==> config.mk <==
export PLATFORM = sky130hd
export DESIGN_NAME = ntsc_timing_sequencer
export DESIGN_NICKNAME = d
export VERILOG_FILES = /design/src/rtl/ntsc_timing_sequencer.sv
export SDC_FILE = /design/constraint.sdc
export NUM_CORES = 1
export LEC_CHECK = 0
export CORE_AREA = 3 3 83 85
export DETAILED_ROUTE_END_ITERATION = 8
export DIE_AREA = 0 0 86 88
export PLACE_DENSITY = 0.69
export SLEW_MARGIN = 5
export SYNTH_ARGS = -nofsm -noshare
export SYNTH_HDL_FRONTEND = slang
export SYNTH_SLANG_ARGS = --single-unit
==> constraint.sdc <==
create_clock -name phaseClock -period 3.42 [get_ports phaseClock]
set_clock_uncertainty 0.15 [all_clocks]
set_input_delay 1.026 -clock phaseClock [delete_from_list [all_inputs] [get_ports phaseClock]]
set_output_delay 1.026 -clock phaseClock [all_outputs]
set_load 0.005 [all_outputs]
==> src/rtl/ntsc_timing_sequencer.sv <==
// NTSC line/field timing: subcarrier phase, sync/burst/blank controls and pixel-request strobe.
// Define NTSC_EQUALIZING_PULSES_EN for a 9-line vertical interval with equalizing and broad pulses.
module ntsc_timing_sequencer #(
    parameter int LINE_CLOCKS       = 3640,
    parameter int HSYNC_CLOCKS      = 269,
    parameter int BURST_START       = 304,
    parameter int BURST_CLOCKS      = 144,
    parameter int ACTIVE_START      = 624,
    parameter int PIXELS            = 256,
    parameter int PIXEL_DIV         = 11,
    parameter int PIXEL_LEAD        = 4,
    parameter int FIELD_LINES       = 262,
    parameter int VSYNC_LINES       = 3,
    parameter int ACTIVE_FIRST_LINE = 21,
    parameter int ACTIVE_LINES      = 240
) (
    input  logic       phaseClock,
    input  logic       reset,
    output logic [3:0] subcarrierPhase,
    output logic       sync,
    output logic       burst,
    output logic       blank,
    output logic       pixelRequest,
    output logic [8:0] pixelX,
    output logic [7:0] pixelY,
    output logic       frameStart
);
    localparam int ACTIVE_END = ACTIVE_START + PIXELS * PIXEL_DIV;
    localparam int LEAD_START = ACTIVE_START - PIXEL_LEAD;
    localparam int H_W        = $clog2(LINE_CLOCKS);
    localparam int V_W        = $clog2(FIELD_LINES);
    localparam int D_W        = $clog2(PIXEL_DIV + 1);
`ifdef NTSC_EQUALIZING_PULSES_EN
    localparam int VSYNC_END  = 9;
    localparam int HALF_LINE  = LINE_CLOCKS / 2;
    localparam int EQ_CLOCKS  = HSYNC_CLOCKS / 2;
`else
    localparam int VSYNC_END  = VSYNC_LINES;
`endif

    localparam logic [H_W-1:0] H_LAST = H_W'(LINE_CLOCKS - 1);
    localparam logic [V_W-1:0] V_LAST = V_W'(FIELD_LINES - 1);
    localparam logic [D_W-1:0] D_LAST = D_W'(PIXEL_DIV - 1);

    if (ACTIVE_END > LINE_CLOCKS - 86) begin : g_front_porch_check
        $error("active window leaves less than 86 clocks of front porch");
    end
    if (PIXEL_LEAD >= ACTIVE_START - BURST_START - BURST_CLOCKS) begin : g_lead_check
        $error("PIXEL_LEAD reaches back into the burst");
    end
    if (ACTIVE_FIRST_LINE + ACTIVE_LINES > FIELD_LINES) begin : g_lines_check
        $error("picture lines exceed the field");
    end

    typedef enum logic [1:0] {LINE_VSYNC, LINE_PICTURE, LINE_BLANK} line_class_t;

    logic [H_W-1:0] hCount;
    logic [V_W-1:0] vCount;
    logic [3:0]     phaseCount;
    logic           pix_run;
    logic [D_W-1:0] pix_div;
    logic [8:0]     pix_next;

    line_class_t line_class;
    int          h;
    int          v;
    logic        sync_d;
    logic        burst_d;
    logic        blank_d;
    logic        lead_hit;
    logic        strobe_d;
    logic [8:0]  strobe_x;
    logic [7:0]  pixel_y_d;
    logic        frame_d;

    // NOTE: every signal written here gets a default first so no path leaves it unassigned (no latch).
    always_comb begin
        h          = int'(hCount);
        v          = int'(vCount);
        line_class = LINE_BLANK;
        if (v < VSYNC_END)
            line_class = LINE_VSYNC;
        else if (v >= ACTIVE_FIRST_LINE && v < ACTIVE_FIRST_LINE + ACTIVE_LINES)
            line_class = LINE_PICTURE;

        sync_d = (h < HSYNC_CLOCKS);
        if (line_class == LINE_VSYNC) begin
`ifdef NTSC_EQUALIZING_PULSES_EN
            // Lines 3..5 are broad pulses; the lines either side carry half-width equalizing pulses.
            if (v >= 3 && v < 6)
                sync_d = !((h >= HALF_LINE - HSYNC_CLOCKS && h < HALF_LINE) ||
                           h >= LINE_CLOCKS - HSYNC_CLOCKS);
            else
                sync_d = (h < EQ_CLOCKS) || (h >= HALF_LINE && h < HALF_LINE + EQ_CLOCKS);
`else
            sync_d = (h < LINE_CLOCKS - HSYNC_CLOCKS);
`endif
        end

        burst_d = (line_class != LINE_VSYNC) && !sync_d &&
                  (h >= BURST_START) && (h < BURST_START + BURST_CLOCKS);
        blank_d = sync_d || burst_d ||
                  !(line_class == LINE_PICTURE && h >= ACTIVE_START && h < ACTIVE_END);

        lead_hit  = (line_class == LINE_PICTURE) && (h == LEAD_START);
        strobe_d  = lead_hit || (pix_run && pix_div == D_LAST);
        strobe_x  = lead_hit ? 9'd0 : pix_next;
        pixel_y_d = (line_class == LINE_PICTURE) ? 8'(v - ACTIVE_FIRST_LINE) : 8'd0;
        frame_d   = (h == 0) && (v == 0);
    end

    // NOTE: sequential state uses non-blocking assignments so all registers see pre-edge values.
    always_ff @(posedge phaseClock) begin
        if (reset) begin
            hCount          <= '0;
            vCount          <= '0;
            phaseCount      <= '0;
            pix_run         <= 1'b0;
            pix_div         <= '0;
            pix_next        <= '0;
            subcarrierPhase <= '0;
            sync            <= 1'b0;
            burst           <= 1'b0;
            blank           <= 1'b1;
            pixelRequest    <= 1'b0;
            pixelX          <= '0;
            pixelY          <= '0;
            frameStart      <= 1'b0;
        end else begin
            // Phase free-runs across line and field wraps; the line length sets the burst alternation.
            phaseCount <= phaseCount + 4'd1;
            if (hCount == H_LAST) begin
                hCount <= '0;
                vCount <= (vCount == V_LAST) ? '0 : vCount + V_W'(1);
            end else begin
                hCount <= hCount + H_W'(1);
            end

            if (lead_hit) begin
                pix_run  <= 1'b1;
                pix_div  <= '0;
                pix_next <= 9'd1;
            end else if (pix_run) begin
                if (pix_div == D_LAST) begin
                    pix_div  <= '0;
                    pix_next <= pix_next + 9'd1;
                    if (pix_next == 9'(PIXELS - 1))
                        pix_run <= 1'b0;
                end else begin
                    pix_div <= pix_div + D_W'(1);
                end
            end

            subcarrierPhase <= phaseCount;
            sync            <= sync_d;
            burst           <= burst_d;
            blank           <= blank_d;
            pixelRequest    <= strobe_d;
            pixelY          <= pixel_y_d;
            frameStart      <= frame_d;
            if (h == 0)
                pixelX <= '0;
            else if (strobe_d)
                pixelX <= strobe_x;
        end
    end
endmodule
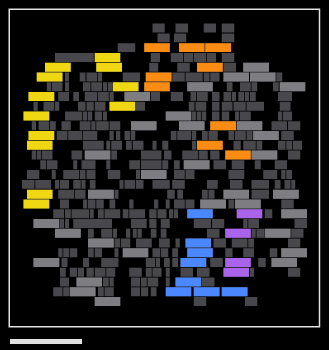
*Sequential cells grouped by signal name, run 1*
Bar = 20 um.
[purple] phaseCount | placed flops: 4 | where: bottom right
[yellow] hCount | placed flops: 12
[blue] pixelY | placed flops: 8 | where: bottom middle
[orange] pixelX | placed flops: 9
not coloured: 32
sequential logic power: 775 uW
Seq. cell area: 1301 um2
flop share of the area: 0.3653

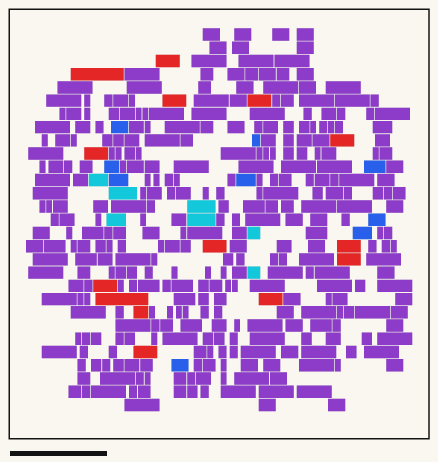
*Sizing map, run 1*
Bar = 20 um.
[purple] _0 and _1 cells | cells: 330 | share: 92% | most used: dfxtp_1
[blue] _2 cells | cells: 9 | share: 2.5% | most used: mux2_2
[red] _6 and larger | cells: 14 | share: 3.9% | most used: clkbuf_8
[cyan] _3 and _4 cells | cells: 7 | share: 1.9%

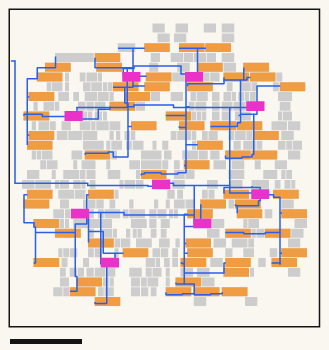
*Clock distribution, run 1*
Bar = 20 um.
[blue] clock wires | length: 827 um
[magenta] clock drivers | count: 9
[orange] flip-flops | count: 65
flops lie: widely spread

==> Table 3: Implementation characteristics, run 1 <==
Implementation parameters

Parameter                              Value

Setup path
  Arrival @ worst endpoint    1.23 ns
  Count of buffering cells on the critical path with inverters included    1
  Worst Path Max Fanout    1
  Startpoint type of the worst setup path    flop
  Data required time at the worst endpoint    2.24 ns

Logic synthesis
  Number of synthesized register bits    65
  Area of the mapped netlist    3057 um2
  Number of warnings issued by yosys    0
  Synthesized instance count    335
  EDFF count, synth    0
  Mux share of post-synthesis cell area    0.04011

Status
  Status    finished clean

Power and ir drop
  Clk pwr    743 uW
  Static power due to leakage    1.323 nW
  PwrDens    441.9 nW/um2
  Group drawing the most power    sequential cells

Final timing
  Headroom to the max-slew limit    0.5213
  Period utilization    0.7028
  Setup repair after global routing missed its margin    no

Layout
  Proportion of layout cells with a drive suffix above 1    0.08333
  Diodes inserted    0

Routing
  Number of iterations in the first detailed-routing pass    4

GRT
  Antenna violations before repair    0
  Met3 usage in global routing    0.06491

Die
  Fp_density    0.4869

Hold path
  Worst hold path class    reg -> reg

Placement
  Post-Place Cell Area    3333 um2
  DP HPWL    4332 um
run 1: cells in the mapped netlist (all sizes together) (2+ instances only):
master	number	area share
a211o	2	0.0057
a211oi	9	0.022
a21boi	2	0.0049
a21oi	16	0.030
a31oi	2	0.0041
and2	2	0.0041
and3	4	0.0082
and4	6	0.018
and4b	2	0.0070
and4bb	2	0.0094
buf	10	0.022
clkbuf	10	0.012
dfxtp	65	0.43
ha	10	0.041
inv	11	0.014
mux2	2	0.0074
mux2i	10	0.033
nand2	21	0.026
nand3	14	0.023
nand4	10	0.020
nor2	30	0.037
nor2b	8	0.016
nor3	18	0.031
nor3b	2	0.0049
o211ai	2	0.0049
o21a	2	0.0049
o21ai	13	0.025
o31ai	4	0.0098
or3	4	0.0082
or4	6	0.017
xnor2	9	0.026
xor2	14	0.040
run 1: routing by layer:
layer / up-vias / share of wire
li1: 1241 / -
met1: 1121 / 0.47
met3: 11 / 0.045
met4: 0 / 0.014
met5: - / 0
met2: 42 / 0.47
run 1: state kept, by name (all words and copies together), names as in the netlist:
name             flops
subcarrierPhase      4
frameStart           1
blank                1
pixelX               9
pix_next             9
hCount              12
burst                1
pix_run              1
sync                 1
vCount               9
pix_div              4
pixelRequest         1
phaseCount           4
pixelY               8
run 1: stage by stage:
| stage | setup slack [ns] | hold slack [ns] | cells |
|---|---|---|---|
| floorplan | 1.302 | 0.2757 | 335 |
| global placement | 0.8650 | 0.2951 | 421 |
| detailed placement | 0.8276 | 0.2999 | 421 |
| CTS | 1.022 | 0.3158 | 437 |
| global route | 0.9139 | 0.3397 | 437 |
| finish | 1.016 | 0.3161 | 437 |
run 1: layout by cell type, fill, tap and decap left out, types with 2 or more instances in the layout:
cell,count
a211o_1,2
a211oi_1,9
a21boi_0,2
a21oi_1,15
a31oi_1,2
and2_1,2
and3_1,4
and4_1,5
buf_4,2
bufinv_16,2
clkbuf_8,11
clkdlybuf4s50_1,27
dfxtp_1,65
ha_1,10
inv_1,11
mux2_2,2
mux2i_1,10
nand2_1,21
nand3_1,14
nand4_1,10
nor2_1,30
nor2b_1,8
nor3_1,17
nor3b_1,2
o211ai_1,2
o21a_1,2
o21ai_0,9
o21ai_1,3
o31ai_1,4
or3_1,4
or4_1,4
or4_4,2
xnor2_1,9
xor2_1,14
run 1: final cells by class:
type,count,area share
clock inverters,4,0.02072
multi-input cells,239,0.4517
flip-flops and latches,65,0.3653
well taps,77,0.02705
repair buffers,29,0.08008
clock buffers,12,0.04355
inverters,11,0.01159
run 1: cells by family after synthesis:
| family | count (synthesis) |
|---|---|
| xor+xnor | 23 |
| simple gates | 135 |
| flops | 65 |
| fa+ha+maj | 10 |
| buf+inv | 31 |
| compound gates | 59 |
| mux | 12 |
run 1: final timing paths:
path | startpoint | end | slack (ns)
min reg2reg | phaseCount[0] | phaseCount[0] | 0.32
min | phaseCount[0] | phaseCount[0] | 0.32
max | frameStart | frameStart | 1.02
max reg2reg | hCount[0] | vCount[3] | 1.09
==> inputs of run 2 (changes only) <==
PLACE_DENSITY = 0.72   (was 0.69)
clock period = 2.18 ns   (was 3.42 ns; I/O delays follow)
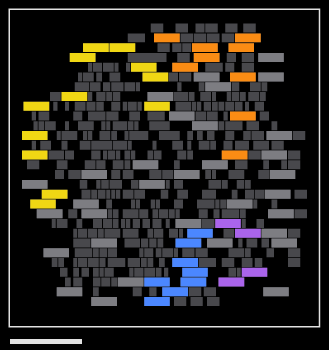
*Sequential cells grouped by signal name, run 2*
Bar = 20 um.
[yellow] hCount | placed flops: 12
[orange] pixelX | placed flops: 9 | where: top right
[blue] pixelY | placed flops: 8 | where: bottom middle
[purple] phaseCount | placed flops: 4 | where: bottom right
not coloured: 32
flop share of the area: 0.3539
post-layout util: 0.5858

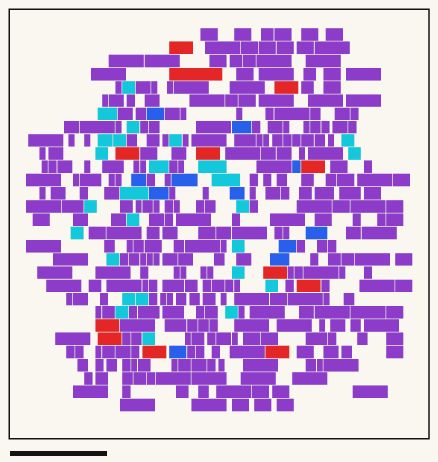
*Sizing map, run 2*
Bar = 20 um.
[purple] _0 and _1 cells | cells: 328 | share: 87% | most used: dfxtp_1
[cyan] _3 and _4 cells | cells: 26 | share: 6.9% | most used: buf_4
[red] _6 and larger | cells: 12 | share: 3.2% | most used: clkbuf_8
[blue] _2 cells | cells: 11 | share: 2.9% | most used: mux2_2
post-layout worst setup margin: 0.1588 ns
area growth from synthesis to layout: 20.30%

==> Table 3: Implementation characteristics, run 2 <==
Implementation parameters

Parameter                              Value

Status
  Status    finished clean

Setup path
  Data required time at the worst endpoint    2.23 ns (about the same)
  Arrival @ worst endpoint    2.07 ns (+0.84 ns)
  Worst R2R Setup Slack    0.16 ns (-0.93 ns)
  Start-to-end type of the worst setup path    reg -> reg
  Reg2reg end    pixelX[8]
  Element type at the critical path end    flop
  Startpoint type of the worst setup path    flop
  Worst Path Max Fanout    9 (+8)

Hold path
  End point of the most critical hold path    phaseCount[0]
  Hold Path Origin    phaseCount[0]
  Worst hold path class    reg -> reg

Layout
  Register bank with the most flops    hCount
  Flip-flop count of the largest register, all copies and words added    12 (unchanged)
  Combinational cell area excluding buffers and inverters    1619 um2
  Diodes inserted    0 (unchanged)
  Seq. cell area    1301 um2 (unchanged)
  Highest-count logic cell in the final layout    dfxtp_1
  Proportion of layout cells with a drive suffix above 1    0.1300 (+0.04664)
  Most common logic cells in the final layout    dfxtp_1 (65), nor2_1 (30), clkdlybuf4s50_1 (27)

Die
  Area of the placeable core    6277 um2
  Horiz. Die Dim    86 um
  Row cnt    29
  Fp_density    0.4869 (unchanged)
  Ports    28

Logic synthesis
  Largest area contributor in the synthesized netlist    dfxtp_1
  Share of the synthesized area in the top cell type    0.4257 (unchanged)
  Most frequently used cell type in the post-synthesis netlist    dfxtp_1
  Area of the mapped netlist    3057 um2 (unchanged)
  Synthesized instance count    335 (unchanged)
  Number of synthesized register bits    65 (unchanged)
  Biggest area contributors in the synthesized netlist    dfxtp_1 (43%), ha_1 (4.1%), xor2_1 (4.0%)
  Dominant flop cell    dfxtp_1
  EDFF count, synth    0 (unchanged)
  Number of warnings issued by yosys    0 (unchanged)

Final timing
  Headroom to the max-slew limit    0.7006 (+0.1794)
  Setup repair after global routing missed its margin    no
  Period utilization    0.9272
  Hold violation count in the final report    0

Routing
  Number of iterations in the first detailed-routing pass    4 (unchanged)
  Via count    2503

Power and ir drop
  Static power due to leakage    1.398 nW (+5.7%)

GRT
  Antenna violations before repair    0 (unchanged)

Clock network
  # hold bufs at CTS    0

Placement
  DP HPWL    4484 um (+3.5%)
==> run 2: kinds of logic after synthesis <==
kind of cell,share of synthesized area
buffers and inverters,0.04789
and+or+nand+nor,0.2472
muxes,0.04012
AOI/OAI and AO/OA,0.1322
adders and majority gates,0.04093
xor gates and xnor gates,0.06590
DFF,0.4257
==> run 2: layer usage <==
metal	vias to the layer above	GRT usage	share of wire
met2	63	0.2957	0.48
met3	7	0.05550	0.046
met5	-	0	0
li1	1273	-	-
met1	1160	0.2366	0.46
met4	0	0.04748	0.0091
==> run 2: worst max path at each step <==
stage,start,to,slack [ns],depth (start not counted)
finish,hCount[7],pixelX[8],0.16,4
global route,hCount[3],hCount[7],0.04,5
floorplan,hCount[7],pixelX[0],0.17,5
global placement,reset,burst,0.14,6
CTS,hCount[7],pixelX[8],0.13,4
detailed placement,reset,pixelX[2],0.13,5
==> run 2: layout make-up <==
cell class              count  area share
multi-input cells         239      0.4403
flip-flops and latches     65      0.3539
repair buffers             46      0.1123
clock buffers              12     0.04219
well taps                  77     0.02620
clock inverters             4     0.01395
inverters                  11     0.01123
==> run 2: worst max-delay path: cells and delay by family, from the launching register on <==
family	cells	cell delay (ns)
AND-OR/OR-AND	2	0.41
flip-flops	1	0.31
AND/OR/NAND/NOR	2	1.02
==> run 2: stage by stage <==
step	setup slack (ns)	cells	area [um2]	total power, mW	hold slack, ns
final	0.1588	454	3677	2.368	0.3212
after floorplan	0.1736	335	3057	1.301	0.2757
after global routing	0.03756	454	3677	2.466	0.3489
after global placement	0.1379	438	3461	1.336	0.2954
after CTS	0.1327	454	3667	2.390	0.3237
after detailed placement	0.1324	438	3461	1.338	0.3054
==> run 2: power by group <==
| group | switching, mW | internal (mW) | leakage (nW) | total (mW) |
|---|---|---|---|---|
| clock network | 0.465 | 0.591 | 0.103 | 1.06 |
| registers | 0.00982 | 1.20 | 0.526 | 1.21 |
| logic | 0.0560 | 0.0437 | 0.770 | 0.0997 |
No activity file was given, so power comes from the tool's default toggle rates.
